### Cell outlines without signal wires, run 1

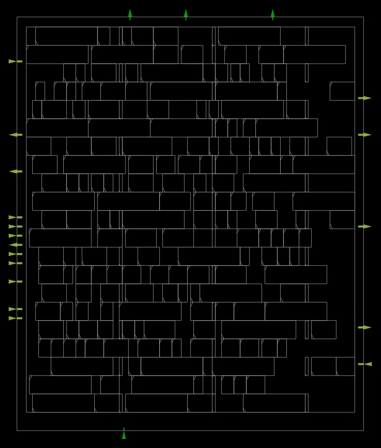
### Cell sizes after repair, run 1

Scale bar: 20 µm.
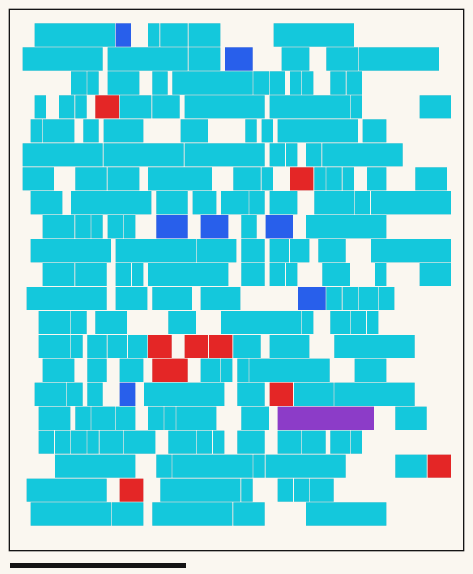
### Clock network drawn from the DEF, run 1

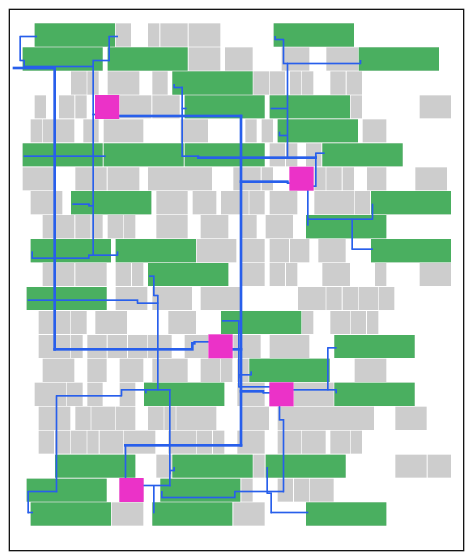
==> config.mk <==
export PLATFORM = sky130hd
export DESIGN_NAME = seq_multiplier
export DESIGN_NICKNAME = d
export VERILOG_FILES = /design/src/rtl/seq_multiplier.sv
export SDC_FILE = /design/constraint.sdc
export NUM_CORES = 1
export LEC_CHECK = 0
export CAP_MARGIN = 20
export CORE_ASPECT_RATIO = 1.2
export CORE_UTILIZATION = 59
export DETAILED_ROUTE_END_ITERATION = 10
export HOLD_SLACK_MARGIN = 0.06
export PLACE_DENSITY = 0.84
export SKIP_LAST_GASP = 1
export SLEW_MARGIN = 0
export SYNTH_ARGS = -nofsm -noshare
export SYNTH_HDL_FRONTEND = slang
export SYNTH_SLANG_ARGS = --single-unit
export TNS_END_PERCENT = 10
==> constraint.sdc <==
create_clock -name clk -period 4.11 [get_ports clk]
set_input_delay 0.822 -clock clk [delete_from_list [all_inputs] [get_ports clk]]
set_output_delay 0.822 -clock clk [all_outputs]
set_load 0.03 [all_outputs]
==> Flow_metrics.wiki, run 1 <==
== Metrics ==
{| class="wikitable"
! Metric !! Value
|-
| Design Power || approximately 1600 µW
|-
| Clock network latency to the later pin of the worst-skew pair || between 0.3 and 0.4 ns
|-
| Global routing usage summed across all routing layers || 27.1%
|-
| Initial core utilization || between 60 and 70%
|-
| Via density per instance || approximately 6.0
|-
| H-tree depth || 2
|-
| Gate Count Post-Synth || approximately 170
|-
| Cell-by-cell listing of the critical path || clkdlybuf4s50_1, o21bai_1, buf_4, a21o_1, a22o_1
|-
| Routed wirelength normalized by instance count || 16.4 µm
|-
| Inserted Clock Buffers || 5
|-
| Post-synth mux share || under 10%
|-
| Comb area share || 40.6%
|-
| Die outline width || 51.4 µm
|-
| Placed inst area || roughly 2000 µm²
|-
| Count of endpoints failing setup in the final report || 0
|-
| Achievable clock frequency || 0.437 GHz
|-
| Reported combinational group power || 750 µW
|-
| Clock period minus worst slack || around 2.3 ns
|-
| P_int || ~900 µW
|-
| Setup repair after global routing missed its margin || no
|-
| Final count of hold timing violations || 0
|-
| Total length of routed wires || between 3 and 4 mm
|-
| Grt ovf || 0
|-
| Iteration tally of the first detailed-router pass || 4
|-
| Placed wire-length estimate || 2.69 mm
|-
| Number of diodes added for antenna fixing || 0
|-
| Number of clock sinks seen by CTS || 34
|-
| Mean instance size in the synthesized netlist || between 10 and 15 µm²
|-
| Top area cell types || sky130_fd_sc_hd__dfrtp_1, sky130_fd_sc_hd__ha_1, sky130_fd_sc_hd__mux2i_1, sky130_fd_sc_hd__o21ai_0, sky130_fd_sc_hd__a22o_1
|-
| Status || finished clean
|-
| Wire length of the first global-routing pass || between 6 and 7 mm
|-
| Final hold slack || between 0.4 and 0.5 ns
|-
| Distinct lib cells || 37
|-
| Leading cell type by number of instances after synthesis || sky130_fd_sc_hd__dfrtp_1
|-
| Required time reported for the critical path endpoint || about 4.4 ns
|-
| Residual DRC count || 0
|-
| Critical path start-end classification || input pin to flop
|-
| Largest family of logic cells by area || AND-OR/OR-AND gates
|-
| 1st-iter DRT viols || approximately 44
|-
| Seq. pwr || just under 600 µW
|-
| Sequential portion of the cell area || a little over two fifths
|-
| Clock tree from TritonCTS || done
|-
| Top cell types by occurrence after synthesis || sky130_fd_sc_hd__dfrtp_1, sky130_fd_sc_hd__nand2_1, sky130_fd_sc_hd__o21ai_0
|-
| Cell total in the yosys stat output || between 150 and 200
|-
| Post-route setup TNS || 0 ns
|-
| Worst slew pin tran || 0.668 ns
|-
| Flip-flops with a built-in enable || 0
|-
| Nets || about 210
|-
| Clock power share || between 10% and 20%
|-
| Detail Route Antenna Nets || 0
|-
| Ys async rst share || 100%
|-
| Multi-input gates || between 100 and 150
|-
| Max FO, Critical Path || 10
|-
| Slew Limit Headroom || 55.4%
|-
| Number of filler cells placed in the layout || 220
|-
| Logic inverters || 4
|-
| Synthesized-area fraction occupied by xor and xnor cells || between 2 and 3%
|-
| Worst-path cell with the longest stage delay || sky130_fd_sc_hd__o21bai_1
|}
Notes on 'Cell outlines without signal wires' above:
core area: 2790 µm²
final sequential cell count: 34
Layout Utilization: 73.0%

Notes on 'Cell sizes after repair' above:
legend:
  purple:
    size: drive 6 and up
    cells: 1
    most_used: bufinv_16
  cyan:
    size: drive 1 or less
    cells: 174
    most_used: dfrtp_1
  red:
    size: drive 3 to 4
    cells: 9
    most_used: clkbuf_4
  blue:
    size: drive 2
    cells: 7
setup slack after layout: 1.82 ns
count of plain and timing-repair buffers: 23
post-route standard cell area excluding fillers: 2030 µm²

Notes on 'Clock network drawn from the DEF' above:
legend:
  magenta:
    item: cells driving clock nets
    count: 5
  blue:
    item: clock wires
    length: 424 µm
  green:
    item: flip-flops
    count: 34
flops lie: spread over the die
Clock net power: 244 µW
final worst clock skew: 0.00639 ns

[run 1: cell families (layout without fill, tap and decap cells)]
group / after synthesis / in the layout
flip-flops: 34 / 34
multiplexers: 8 / 8
buffers and inverters: 11 / 35
XOR/XNOR: 5 / 5
AND-OR/OR-AND: 57 / 57
AND/OR/NAND/NOR: 43 / 43
adder cells (fa/ha/maj): 9 / 9
[run 1: worst register-to-register path, delay by kind of cell, from the launching register on]
kind / cells / cell delay [ns]
AND/OR/NAND/NOR: 1 / 0.06
multiplexers: 1 / 0.25
AND-OR/OR-AND: 3 / 0.65
flip-flops: 1 / 0.41
adder cells (fa/ha/maj): 2 / 0.69
[run 1: routing by layer]
metal	wire, µm	track usage, %	up-vias
met2	1870	46.0	39
li1	-	-	648
met5	0	0	-
met4	116	14.3	0
met3	160	6.67	11
met1	1550	32.0	652
### Register map, names as in the netlist, run 1

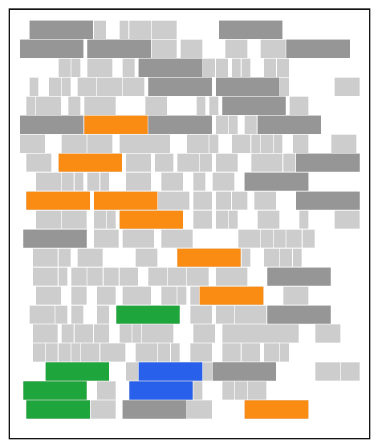

--- run 2 (diff from run 1) ---
--- a/config.mk
+++ b/config.mk
@@ -7,10 +7,10 @@
 export LEC_CHECK = 0
 export CAP_MARGIN = 20
 export CORE_ASPECT_RATIO = 1.2
-export CORE_UTILIZATION = 59
+export CORE_UTILIZATION = 55
 export DETAILED_ROUTE_END_ITERATION = 10
 export HOLD_SLACK_MARGIN = 0.06
-export PLACE_DENSITY = 0.84
+export PLACE_DENSITY = 0.79
 export SKIP_LAST_GASP = 1
 export SLEW_MARGIN = 0
 export SYNTH_ARGS = -nofsm -noshare
==> constraint.sdc (replaced) <==
create_clock -name clk -period 2.23 [get_ports clk]
set_input_delay 0.446 -clock clk [delete_from_list [all_inputs] [get_ports clk]]
set_output_delay 0.446 -clock clk [all_outputs]
set_load 0.03 [all_outputs]
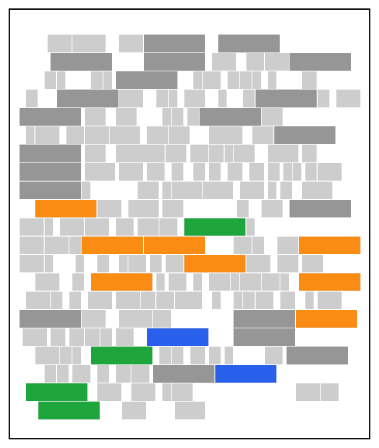
*Register map, names as in the netlist, run 2*
legend:
  orange:
    name_in_the_netlist: `mcand`
    flops: 8
  green:
    name_in_the_netlist: `mplier`
    flops: 4
  blue:
    name_in_the_netlist: `cnt`
    flops: 2
not colored: 20
Seq. pwr: 1060 µW
sequential portion of the cell area: 41.4%
area occupied by registers: 851 µm²
Layout Utilization: 71.1%

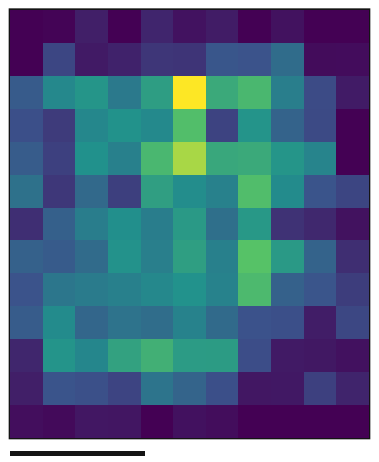
*Wire density map, run 2*
Scale bar: 20 µm. 11 x 13 tiles, from dark purple (low) to yellow (high), scaled to the fullest tile. Values are wire area over tile area, all layers added.
tiles over half the peak: 20%
nearly empty tiles: 9.8%
densest ninth of the die: center
fullest tile: 0.55
emptiest ninth of the die: lower right
mean over tiles: 0.16
detailed-route via count: 1352
routed wirelength normalized by instance count: 15.4 µm
total length of routed wires: 3.49 mm
global routing usage summed across all routing layers: 26.3%

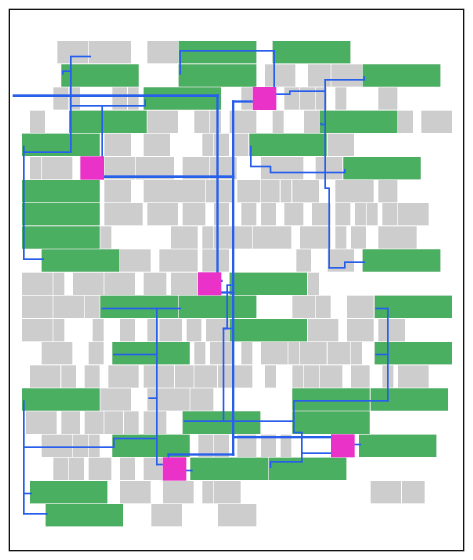
*Clock network drawn from the DEF, run 2*
legend:
  blue:
    item: clock wires
    length: 406 µm
  magenta:
    item: cells driving clock nets
    count: 5
  green:
    item: flip-flops
    count: 34
routed clock nets: 6
flops lie: spread over the die
Clock net power: 417 µW
final worst clock skew: 0.00634 ns
clock network latency to the later pin of the worst-skew pair: 0.34 ns
clock power share: 14.5%

==> Flow_metrics.wiki, run 2 <==
== Metrics ==
{| class="wikitable"
! Metric !! Value
|-
| Top area cell types || sky130_fd_sc_hd__dfrtp_1, sky130_fd_sc_hd__ha_1, sky130_fd_sc_hd__mux2i_1, sky130_fd_sc_hd__o21ai_0, sky130_fd_sc_hd__a22o_1
|-
| Max FO, Critical Path || 3 (-7)
|-
| Highest layer used for signal routing || met4
|-
| Wire length of the first global-routing pass || 6.46 mm (+7.5%)
|-
| Setup repair after global routing missed its margin || no
|-
| Cell total in the yosys stat output || 167 (unchanged)
|-
| Residual DRC count || 0 (unchanged)
|-
| Achievable clock frequency || about 0.49 GHz
|-
| Clock tree from TritonCTS || done
|-
| Placed inst area || 1970 µm² (+0.77%)
|-
| Nets || 212 (+0.95%)
|-
| Met3 wire len || 153 µm (-4.4%)
|-
| Synthesized flop and latch total || 34
|-
| Top cell types by occurrence after synthesis || sky130_fd_sc_hd__dfrtp_1, sky130_fd_sc_hd__nand2_1, sky130_fd_sc_hd__o21ai_0
|-
| Clock period minus worst slack || roughly 2 ns
|-
| Detail Route Antenna Nets || 0 (unchanged)
|-
| Synthesized-area fraction occupied by adder cells || between 6 and 7%
|-
| Initial core utilization || 59.9% (-2.3 points)
|-
| Metal-1 WL || 1.55 mm (-0.45%)
|-
| Inserted Clock Buffers || 5 (unchanged)
|-
| Routed wire length on met2 || 1.73 mm (-7.5%)
|-
| Ys async rst share || 100% (unchanged)
|-
| Core area || 2890 µm² (+3.8%)
|-
| Busiest layer in global routing || met2
|-
| Iteration tally of the first detailed-router pass || 4 (unchanged)
|-
| Synthesized-area fraction occupied by xor and xnor cells || 2.53% (unchanged)
|-
| Number of diodes added for antenna fixing || 0 (unchanged)
|-
| Design Power || 2880 µW (+83%)
|-
| Gate Count Post-Synth || 167 (unchanged)
|-
| Mean instance size in the synthesized netlist || 10.4 µm² (unchanged)
|-
| Grt ovf || 0 (unchanged)
|-
| GR Util met2 || 42.5% (-3.5 points)
|-
| Worst slew pin tran || 0.426 ns (-0.242 ns)
|-
| Count of endpoints failing setup in the final report || 0 (unchanged)
|-
| Number of clock sinks seen by CTS || 34 (unchanged)
|-
| Die outline width || 53.2 µm (+3.4%)
|-
| Met1 routing resource usage after global routing || 32.9% (+0.91 points)
|-
| Reported combinational group power || 1400 µW (+87%)
|-
| Required time reported for the critical path endpoint || 2.46 ns (-1.94 ns)
|-
| Flip-flops with a built-in enable || 0 (unchanged)
|-
| Status || finished clean
|-
| H-tree depth || 2 (unchanged)
|-
| Critical path start-end classification || flop to flop
|-
| 1st-iter DRT viols || 41 (-6.8%)
|-
| Cell-by-cell listing of the critical path || ha_1, fa_1, a211oi_1, o21bai_1, a21oi_2, mux2i_1, nand2_1
|-
| Placed wire-length estimate || 2.53 mm (-6.1%)
|-
| Power dissipated by switching net loads || between 1000 and 1500 µW
|-
| Setup slack after layout || 0.174 ns (-1.65 ns)
|-
| Post-route standard cell area excluding fillers || 2050 µm² (+0.98%)
|-
| RD Place Congestion || 0.906
|-
| Post-synth mux share || 4.63% (unchanged)
|-
| Worst-path cell with the longest stage delay || sky130_fd_sc_hd__fa_1
|-
| Post-route setup TNS || 0 ns (unchanged)
|-
| Peak per-stage delay on the critical path || between 0.4 and 0.5 ns
|-
| Largest family of logic cells by area || AND-OR/OR-AND gates
|-
| Final count of hold timing violations || 0 (unchanged)
|-
| Leading cell type by number of instances after synthesis || sky130_fd_sc_hd__dfrtp_1
|}
-- run 2: worst reg2reg max path, cell delays in order, from the launching register on --
cell and delay (ns):
sky130_fd_sc_hd__dfrtp_1 0.41, sky130_fd_sc_hd__ha_1 0.24, sky130_fd_sc_hd__fa_1 0.43, sky130_fd_sc_hd__a211oi_1 0.25, sky130_fd_sc_hd__o21bai_1 0.14, sky130_fd_sc_hd__a21oi_2 0.21
sky130_fd_sc_hd__mux2i_1 0.22, sky130_fd_sc_hd__nand2_1 0.07
-- run 2: final cells by class --
type | instances | area [µm²]
inverter | 4 | 15.0
timing repair buffer | 25 | 238
clock buffer | 8 | 78.8
multi-input combinational | 122 | 830
fill | 221 | 836
sequential | 34 | 851
tap | 34 | 42.5
No activity file was given, so power comes from the tool's default toggle rates.
